`src/rtl/up_dn_counter.sv`:
```
// Loadable saturating up/down counter with max/zero flags.
// Priority: reset > load > down > up > hold; never wraps.
module up_dn_counter #(
  parameter int WIDTH = 5
) (
  input  logic             CLK,
  input  logic             RST,
  input  logic [WIDTH-1:0] IN,
  input  logic             Load,
  input  logic             Up,
  input  logic             Down,
  output logic [WIDTH-1:0] Counter,
  output logic             High,
  output logic             Low
);

  localparam logic [WIDTH-1:0] MAX_VAL = '1;

  logic [WIDTH-1:0] next;

  // Down wins over Up; each direction stalls at its own limit.
  always_comb begin
    next = Counter;
    if (Load) begin
      next = IN;
    end else if (Down) begin
      if (!Low) next = Counter - 1'b1;
    end else if (Up) begin
      if (!High) next = Counter + 1'b1;
    end
  end

  always_ff @(posedge CLK) begin
    if (!RST) Counter <= '0;
    else      Counter <= next;
  end

  assign High = (Counter == MAX_VAL);
  assign Low  = (Counter == '0);

endmodule

```
`config.mk`:
```
export PLATFORM = sky130hd
export DESIGN_NAME = up_dn_counter
export DESIGN_NICKNAME = d
export VERILOG_FILES = /design/src/rtl/up_dn_counter.sv
export SDC_FILE = /design/constraint.sdc
export NUM_CORES = 1
export LEC_CHECK = 0
export ABC_AREA = 1
export CAP_MARGIN = 40
export CORE_AREA = 10 10 47 49
export CTS_CLUSTER_DIAMETER = 80
export CTS_CLUSTER_SIZE = 20
export DETAILED_ROUTE_END_ITERATION = 16
export DIE_AREA = 0 0 57 59
export GPL_ROUTABILITY_DRIVEN = 0
export PLACE_DENSITY = 0.73
export SLEW_MARGIN = 20
export SYNTH_ARGS = -nofsm -noshare
export SYNTH_HDL_FRONTEND = slang
export SYNTH_SLANG_ARGS = --single-unit
```
`constraint.sdc`:
```
create_clock -name CLK -period 2.03 [get_ports CLK]
set_input_delay 0.203 -clock CLK [delete_from_list [all_inputs] [get_ports CLK]]
set_output_delay 0.203 -clock CLK [all_outputs]
set_load 0.01 [all_outputs]
```
==> flow_summary_export.csv, run 1 <==
group,metric,value,unit
run_status,outcome,"finished, final reports clean",
sta,hold_viol,0,
placement,post_dp_cell_area,598,µm²
sta,max_freq,583,MHz
flow_run,warnings,26,
synth,ys_sh_aoi,15.6,%
clock_network,cts_resized,0,
sta,period_minus_slack,1.71,ns
setup_path,r2r-start,"Counter[0]",
floorplan,die_width,57,µm
cells_and_area,fin_area,624,µm²
drt,detail-route-antenna-nets,0,
synth,mux_share,0,%
sta,finalCritPeriodShare,84.5,%
drt,via_count,441,
setup_path,r2r_setup_slack,0.63,ns
sta,rsz0062_at_grt,"no",
drt,drt-total-wl,1120,µm
sta,slew_violations,0,
floorplan,io_pins,17,
cells_and_area,areaGrowthSynthToFinish,49.4,%
setup_path,path_class,"reg -> out",
drt,route.detailed.drc,0,
drt,drt-pass1-iter-count,2,
worst_hold_path,hp-class,"reg -> reg",
synth,ys_cells,63,
global_route,grt_pass1_vias,452,
power_and_ir_drop,ir_drop,0.000369,V
cells_and_area,diodes,0,
setup_path,crit_family,"buffers and inverters",
setup_path,required,1.83,ns
clock_network,clock_sinks,5,
floorplan,die_area,3360,µm²
setup_path,crit_slowest_cell,"clkdlybuf4s50_1",
synth,synth_async_sr_flop_share,0,%
global_route,grt_pass1_wl,1890,µm
worst_hold_path,whs_path_depth,2,
sta,worst_slack,0.315,ns
setup_path,crit_chain,"nand2_1 > nor2_1 > clkdlybuf4s50_1",
synth,yosys_area,418,µm²
synth,yosys_most_used_dff,"dfxtp_1",
setup_path,ff2ff_path_depth,6,
clock_network,root_buffer,"clkbuf_4",
synth,common_cells,"14 x nand2_1, 10 x nor2_1, 7 x nand3_1, 6 x inv_1, 6 x o21ai_0",
synth,syn-cell-area,418,µm²
cells_and_area,layout.nets,98,
synth,synth_top_cell_by_count,"nand2_1",
synth,syn_nets,77,
synth,synth-adder-area-share,13.8,%
power_and_ir_drop,powerDensity,668,nW/µm²
sta,worst_pin_slew,0.298,ns
global_route,gr-total-overflow,0,
drt,avgRoutedWirePerCell,11.3,µm
synth,ys_seq_share,24.0,%
sta,setup_viol,0,
setup_path,cp-start-kind,"register",
synth,ys_ff,5,
setup_path,setup.worst_path.start,"Counter[0]",
setup_path,endpoint_kind,"output port",
synth,synth.avg_cell_area,6.63,µm²
floorplan,row_count,14,
run 1: report_power, final:
part / internal (µW) / leakage (µW) / switching, µW
Combinational: 90.1 / 0.000227 / 78.5
Clock: 74.3 / 0.0000150 / 40.8
Sequential: 111 / 0.0000416 / 21.7
Total: 276 / 0.000284 / 141
run 1: area by class of cell:
type	count	area, µm²	area share (%)
Multi-Input combinational cell	51	290	46.5
Sequential cell	5	100	16.0
Inverter	7	27.5	4.41
Tap cell	16	20.0	3.21
Clock buffer	4	26.3	4.21
Timing Repair Buffer	16	160	25.7
run 1: routing by layer:
| metal | wire [µm] | GRT usage (%) |
|---|---|---|
| met5 | 0 | 0 |
| met1 | 515 | 6.89 |
| met4 | 0 | 3.02 |
| met2 | 498 | 11.0 |
| met3 | 108 | 6.22 |
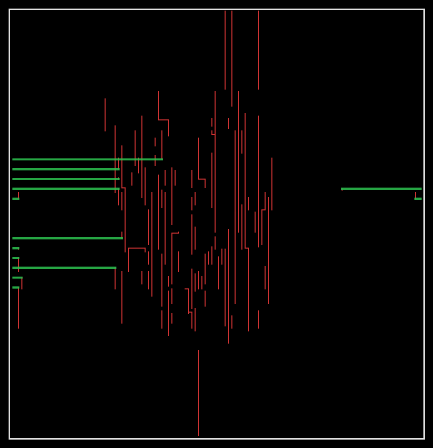
**Above:** run 1 (signal wires by layer).
Two of the layers only.
colour	layer	wire length
green	M3	108 µm
red	M2	498 µm

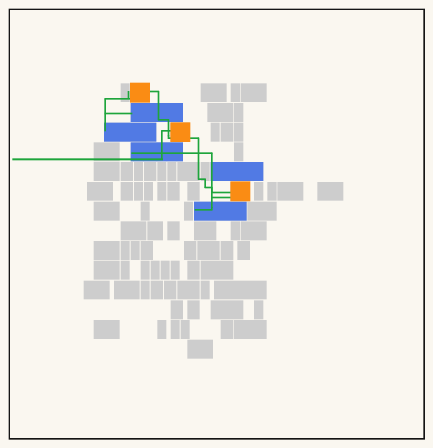
**Above:** run 1 (clock distribution).
[blue] flip-flops | count: 5
[orange] clock-net drivers | count: 3
[green] clock wires | length: 92.5 µm
routed clock nets	4

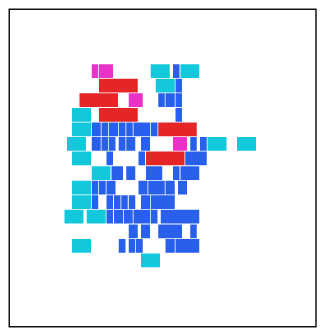
**Above:** run 1 (placement by cell class).
colour	class	cells	share of their area
cyan	remaining buffers and delay cells	16	27%
red	registers	5	17%
magenta	clock drivers and dummy loads	4	4.3%
blue	remaining logic cells	58	53%

**Run 1: routing congestion**

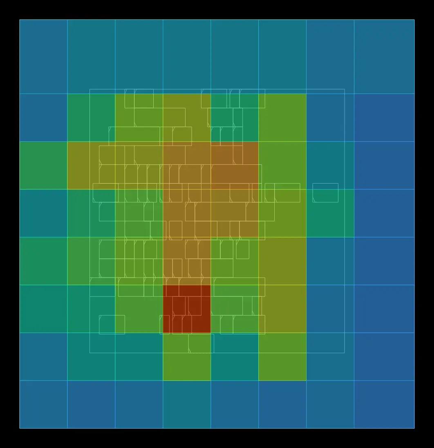

--- run 2 (diff from run 1) ---
- clock period: 2.03 -> 1.61 ns (I/O delays scaled with it)
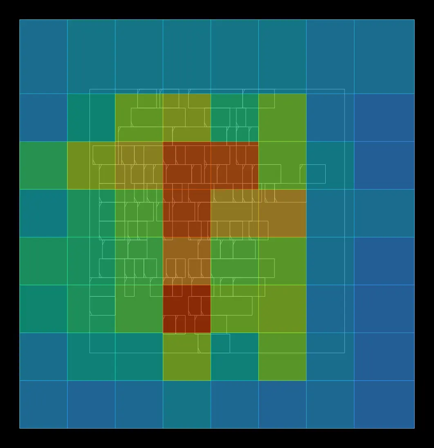
**Above:** run 2 (routing congestion).
WL/cell: 11.5 µm
met2 Use GR: 11.9%
Core Util, Final: 47.5%

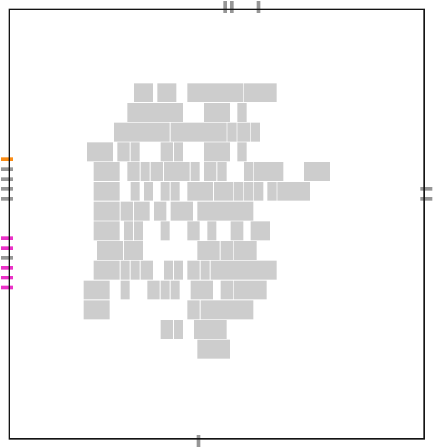
**Above:** run 2 (pin map).
Pins as bars across the die edge, other pins in grey.
colour	port	pins	direction	edge
magenta	IN	5	input	left
orange	CLK	1	input	left

==> run 2 against run 1 <==
Compared with the run above:
- power is 30% higher
- combinational power grew 32%
- utilization up 2.9 points
- hold slack got worse by 0.027 ns
- die area did not move
- routed wire length is 4.0% higher
- register-to-register slack got worse by 0.37 ns
- critical path depth fell by 2
- flip-flop count did not move
- sequential share of layout area is 0.055 points lower
- via count grew 8.2%
- clock skew is 0.00076 ns higher
==> flow_summary_export.csv, run 2 <==
group,metric,value,unit
synth,edf_count,0,
setup_path,endpoint_kind,"output port",
global_route,grt.total_usage,7.34,%
setup_path,critical_path_buf_inv_count,1,
clock_network,root_buffer,"clkbuf_4",
drt,detailedRoute.firstIterationViolations,8,
synth,syn-cell-area,418,µm²
sta,hold_slack,0.516,ns
clock_network,ctsHoldBuffers,0,
setup_path,setup.worst_path.start,"Counter[0]",
cells_and_area,layout.nets,100,
power_and_ir_drop,leakagePower,0.000336,µW
sta,relSlewSlack,80.8,%
synth,topCellsByArea,"dfxtp_1 24%, nand2_1 13%, ha_1 9.0%",
synth,ys_ff,5,
synth,syn_nets,77,
clock_network,postCtsSetupBuffers,0,
synth,ys_cells,63,
floorplan,die_area,3360,µm²
power_and_ir_drop,power.total,541,µW
drt,drt-pass1-iter-count,4,
power_and_ir_drop,p_int,359,µW
clock_network,clock_sinks,5,
floorplan,die.size.y,59,µm
setup_path,ff2ff_path_depth,6,
floorplan,io_pins,17,
floorplan,row_count,14,
synth,synthCells,63,
sta,setup_viol,0,
global_route,grt_max_degree,8,
synth,ys_seq_share,24.0,%
setup_path,cp-start-kind,"register",
cells_and_area,largest-register,"Counter",
setup_path,cp_data_arrival_time,1.21,ns
placement,dp_hpwl,956,µm
global_route,gr-total-overflow,0,
sta,hold_viol,0,
clock_network,clk_latency,0.24,ns
drt,drt-total-wl,1170,µm
cells_and_area,drive_above_1_share,18.8,%
power_and_ir_drop,powerDensity,813,nW/µm²
setup_path,worst_path_largest_cell_delay,0.57,ns
sta,finClkSkew,0.00590,ns
sta,setup_tns,0,ns
worst_hold_path,whs_path_depth,2,
clock_network,clkTransAtPathRegs,0.04,ns
cells_and_area,lay_top_count,"nand2_1",
drt,via_count,477,
power_and_ir_drop,netSwitchingFraction,33.7,%
power_and_ir_drop,clock_power,145,µW
floorplan,core_area,1400,µm²
worst_hold_path,hp-class,"reg -> reg",
setup_path,path_class,"reg -> out",
worst_hold_path,hold_path_end,"Counter[3]",
synth,ys_warn_count,0,
synth,synth_top_cell_by_count,"nand2_1",
synth,common_cells,"14 x nand2_1, 10 x nor2_1, 7 x nand3_1, 6 x inv_1, 6 x o21ai_0",
synth,yosys_most_used_dff,"dfxtp_1",
power_and_ir_drop,p_seq_share,31.9,%
clock_network,ctsHtreeMaxLevel,1,
drt,route.detailed.drc,0,
cells_and_area,final_layout_top_logic_cells,"14 x nand2_1, 13 x clkdlybuf4s50_1, 10 x nor2_1",
setup_path,crit_end,"Counter[0]",
power_and_ir_drop,p_sw,182,µW
worst_hold_path,min_from,"Counter[3]",
global_route,grt_antenna_before_repair,0,
synth,synth_async_sr_flop_share,0,%
cells_and_area,largest_register_ffs,5,
setup_path,required,1.45,ns
global_route,grt_pass1_wl,1990,µm
drt,via_per_inst,4.72,
placement,place_ws,-0.166,ns
setup_path,reg2reg_to,"Counter[4]",
sta,worst_slack,0.240,ns
run_status,outcome,"finished, final reports clean",
setup_path,r2r_setup_slack,0.26,ns
setup_path,cp_max_fo,7,
setup_path,crit_family,"buffers and inverters",
clock_network,cts_buffers,3,
cells_and_area,top_regs,"Counter (5)",
cells_and_area,fin_cells,101,
synth,synth.avg_cell_area,6.63,µm²
synth,yosys_area,418,µm²
global_route,grt_pass1_vias,487,
sta,rsz0062_at_grt,"no",
power_and_ir_drop,pg_seq,173,µW
sta,finalCritPeriodShare,85.1,%
cells_and_area,areaGrowthSynthToFinish,59.3,%
sta,max_freq,730,MHz
power_and_ir_drop,comb-power,223,µW
power_and_ir_drop,p_comb_share,41.2,%
placement,dp.cells,97,
synth,yosys.area.top_type,"dfxtp_1",
synth,synth_cell_type_count,15,
setup_path,crit_cells,1,
setup_path,crit_chain,"clkdlybuf4s50_1",
cells_and_area,fin_area,666,µm²
cells_and_area,diodes,0,
sta,worst_pin_slew,0.288,ns
sta,period_minus_slack,1.37,ns
floorplan,fp_util,29.8,%
flow_run,maxCapViolations,0,
placement,post_dp_cell_area,613,µm²
placement,io_buffers,16,
sta,slew_violations,0,
setup_path,r2r-start,"Counter[0]",
clock_network,cts_resized,4,
setup_path,crit_slowest_cell,"clkdlybuf4s50_1",
clock_network,clock_tree.buffer_depth,2,
drt,detail-route-antenna-nets,0,
power_and_ir_drop,ir_drop,0.000612,V
power_and_ir_drop,p_clk_share,26.8,%
synth,synth_top_area_share,24.0,%
clock_network,cts_tree,"done",
power_and_ir_drop,top_power_group,"combinational logic",
floorplan,die_width,57,µm
flow_run,warnings,26,
run 2: cell counts after synthesis:
Identical to the previous run, type by type.
run 2: cells by family after synthesis:
group | after synthesis | synth area share (%)
buf+inv | 7 | 6.59
fa+ha+maj | 4 | 13.8
simple gates | 33 | 33.8
xor+xnor | 3 | 6.29
flops | 5 | 24.0
compound gates | 11 | 15.6
run 2: routing by layer:
metal | GRT usage (%) | part of all wire [%]
met5 | 0 | 0
met4 | 3.02 | 0
met3 | 5.36 | 9.8
met2 | 11.9 | 48
met1 | 7.00 | 42
run 2: layout make-up:
cell class	count	area, µm²
inverter	7	27.5
tap	16	20.0
sequential	5	106
clock buffer	4	26.3
timing repair buffer	18	183
multi-input combinational	51	303
fill	153	736
**Run 2: placement by cell class**

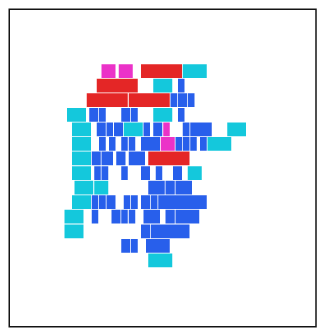

--- run 3 (diff from run 2) ---
- DONT_BUFFER_PORTS: default -> 1
- PLACE_DENSITY: 0.73 -> 0.57
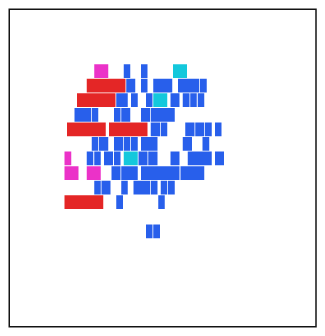
**Above:** run 3 (placement by cell class).
colour	class	cells	share of their area
cyan	remaining buffers and delay cells	3	4.8%
red	registers	5	21%
magenta	clock drivers and dummy loads	4	5.6%
blue	remaining logic cells	58	68%
final instance area: 487 µm²
sequential cell area share: 20.6%
Core Util, Final: 34.7%

==> run 3 against run 2 <==
Compared with the run above:
- clock power is 3% lower
- synthesized area stayed put
- hold slack worse by 0.48 ns
- combinational power is 26% lower
- register-to-register slack worse by 0.07 ns
- flip-flop count stayed put
- clock skew is 0.0040 ns lower
- power is 13% lower
- non-clock buffer count is 15 lower
- die area stayed put
- maximum frequency is 3.5% lower
- critical path type is now reg -> reg
- critical endpoint is now Counter[4]
- largest cell class unchanged
==> flow_summary_export.csv, run 3 <==
group,metric,value,unit
run_status,outcome,"finished, final reports clean",
synth,synth.avg_cell_area,6.63,µm²
setup_path,endpoint_kind,"register",
sta,max_freq,704,MHz
sta,setup_viol,0,
synth,ys_cells,63,
cells_and_area,clock_area_share,5.40,%
synth,synth_top_area_share,24.0,%
setup_path,crit_chain,"fa_1 > nand3_1 > nand2_1 > xnor2_1 > a21oi_1 > nor2_1",
power_and_ir_drop,powerDensity,969,nW/µm²
synth,yosys_most_used_dff,"dfxtp_1",
synth,ys_ff,5,
synth,synth_top_cell_by_count,"nand2_1",
cells_and_area,num-multi-input-gates,51,
worst_hold_path,whs_path_depth,2,
global_route,grt_pass1_vias,401,
placement,dp.cells,82,
clock_network,ctsHoldBuffers,0,
sta,worst_pin_slew,0.313,ns
setup_path,path_class,"reg -> reg",
sta,period_minus_slack,1.42,ns
setup_path,r2r_setup_slack,0.19,ns
flow_run,warnings,26,
global_route,gr-total-overflow,0,
drt,via_per_inst,4.76,
placement,dp_hpwl,958,µm
cells_and_area,diodes,0,
sta,rsz0062_at_grt,"no",
setup_path,crit_slowest_cell,"fa_1",
power_and_ir_drop,leakagePower,0.000238,µW
floorplan,core_area,1400,µm²
sta,hold_viol,0,
clock_network,root_buffer,"clkbuf_4",
synth,yosys_area,418,µm²
global_route,grt.total_usage,7.03,%
synth,synthTopLogicFamily,"simple AND/OR/NAND/NOR gates",
flow_run,maxCapViolations,0,
sta,hold_slack,0.0392,ns
floorplan,die_width,57,µm
cells_and_area,final_layout_top_logic_cells,"14 x nand2_1, 10 x nor2_1, 7 x nand3_1",
cells_and_area,dominant_cells,"logic gates",
cells_and_area,lay_top_count,"nand2_1",
placement,io_buffers,0,
setup_path,setup.worst_path.start,"Counter[1]",
cells_and_area,areaGrowthSynthToFinish,16.5,%
sta,finalCritPeriodShare,88.2,%
synth,topCellsByArea,"dfxtp_1 24%, nand2_1 13%, ha_1 9.0%",
setup_path,cp_max_fo,6,
cells_and_area,fillers,163,
power_and_ir_drop,power.total,471,µW
floorplan,die.size.y,59,µm
cells_and_area,ff_count,5,
floorplan,row_count,14,
cells_and_area,clkbuf_count,4,
setup_path,cp-start-kind,"register",
floorplan,tap_cells,16,
synth,synth-adder-area-share,13.8,%
cells_and_area,largest-register,"Counter",
setup_path,cp_data_arrival_time,1.54,ns
synth,simple_gate_area_share,33.8,%
cells_and_area,layout.nets,85,
synth,ys_sh_aoi,15.6,%
synth,ys_seq_share,24.0,%
synth,mux_share,0,%
clock_network,postCtsSetupBuffers,0,
synth,ys_sh_xor,6.29,%
sta,finClkSkew,0.00191,ns
cells_and_area,largest_register_ffs,5,
global_route,grt_max_degree,8,
drt,drt-total-wl,1170,µm
setup_path,crit_cells,6,
setup_path,r2r-start,"Counter[1]",
clock_network,clock_tree.buffer_depth,2,
clock_network,cts_buffers,3,
setup_path,ff2ff_path_depth,6,
worst_hold_path,hp-class,"in -> reg",
floorplan,die_area,3360,µm²
cells_and_area,num-nonclk-buffers,3,
worst_hold_path,hold_path_end,"Counter[3]",
sta,relSlewSlack,79.1,%
drt,detailedRoute.firstIterationViolations,4,
worst_hold_path,min_from,"RST",
power_and_ir_drop,ir_drop,0.000582,V
synth,synth_cell_type_count,15,
synth,synthCells,63,
synth,yosys.area.top_type,"dfxtp_1",
floorplan,fp_util,29.8,%
clock_network,clkTransAtPathRegs,0.04,ns
setup_path,reg2reg_to,"Counter[4]",
cells_and_area,inv_count,7,
global_route,grt_antenna_before_repair,0,
clock_network,clock_sinks,5,
cells_and_area,fin_cells,86,
setup_path,crit_end,"Counter[4]",
cells_and_area,top_regs,"Counter (5)",
floorplan,io_pins,17,
cells_and_area,comb_area_share,59.6,%
global_route,grt_pass1_wl,1890,µm
cells_and_area,seq_area,100,µm²
cells_and_area,mi_logic_area,290,µm²
cells_and_area,buf_share,4.63,%
synth,edf_count,0,
sta,setup_tns,0,ns
cells_and_area,drive_above_1_share,15.7,%
synth,ys_warn_count,0,
setup_path,required,1.73,ns
drt,route.detailed.drc,0,
setup_path,crit_family,"adder cells",
synth,synth_async_sr_flop_share,0,%
clock_network,ctsHtreeMaxLevel,1,
setup_path,critical_path_buf_inv_count,0,
sta,slew_violations,0,
clock_network,cts_resized,0,
drt,drt-pass1-iter-count,4,
drt,detail-route-antenna-nets,0,
synth,common_cells,"14 x nand2_1, 10 x nor2_1, 7 x nand3_1, 6 x inv_1, 6 x o21ai_0",
clock_network,clk_latency,0.24,ns
setup_path,worst_path_largest_cell_delay,0.44,ns
synth,syn_nets,77,
synth,syn-cell-area,418,µm²
clock_network,cts_tree,"done",
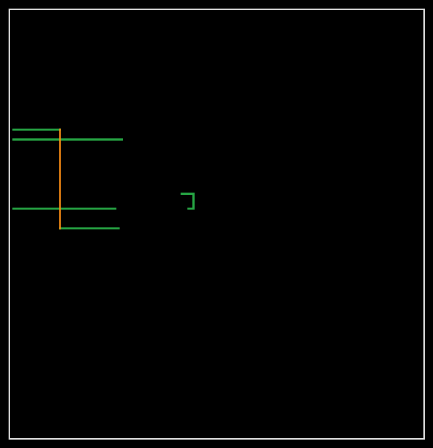
**Above:** run 3 (signal wires by layer).
Two of the layers only.
colour	layer	wire length
green	M3	47.8 µm
orange	M4	13.6 µm
WL/cell: 13.6 µm
detailed-route via count: 409

-- run 3: per-layer routing --
layer	GRT usage (%)	part of all wire, %	vias to the layer above
met5	0	0	-
met4	5.37	1.1	0
met3	3.00	4.0	2
met2	11.2	54	5
met1	7.20	41	184
li1	-	-	218
-- run 3: report_power, final --
| part | total [µW] | switching, µW | internal [µW] | leakage [µW] |
|---|---|---|---|---|
| combinational | 164 | 91.9 | 72.0 | 0.000182 |
| sequential | 166 | 25.6 | 141 | 0.0000416 |
| clock | 141 | 47.8 | 93.5 | 0.0000150 |
-- run 3: metrics by stage --
step / area, µm² / setup slack (ns)
6_report: 487 / 0.190
5_1_grt: 487 / 0.117
4_1_cts: 487 / 0.188
3_5_place_dp: 460 / 0.200
3_3_place_gp: 460 / 0.215
2_1_floorplan: 418 / 0.267
Power and IR drop assume default switching activity.
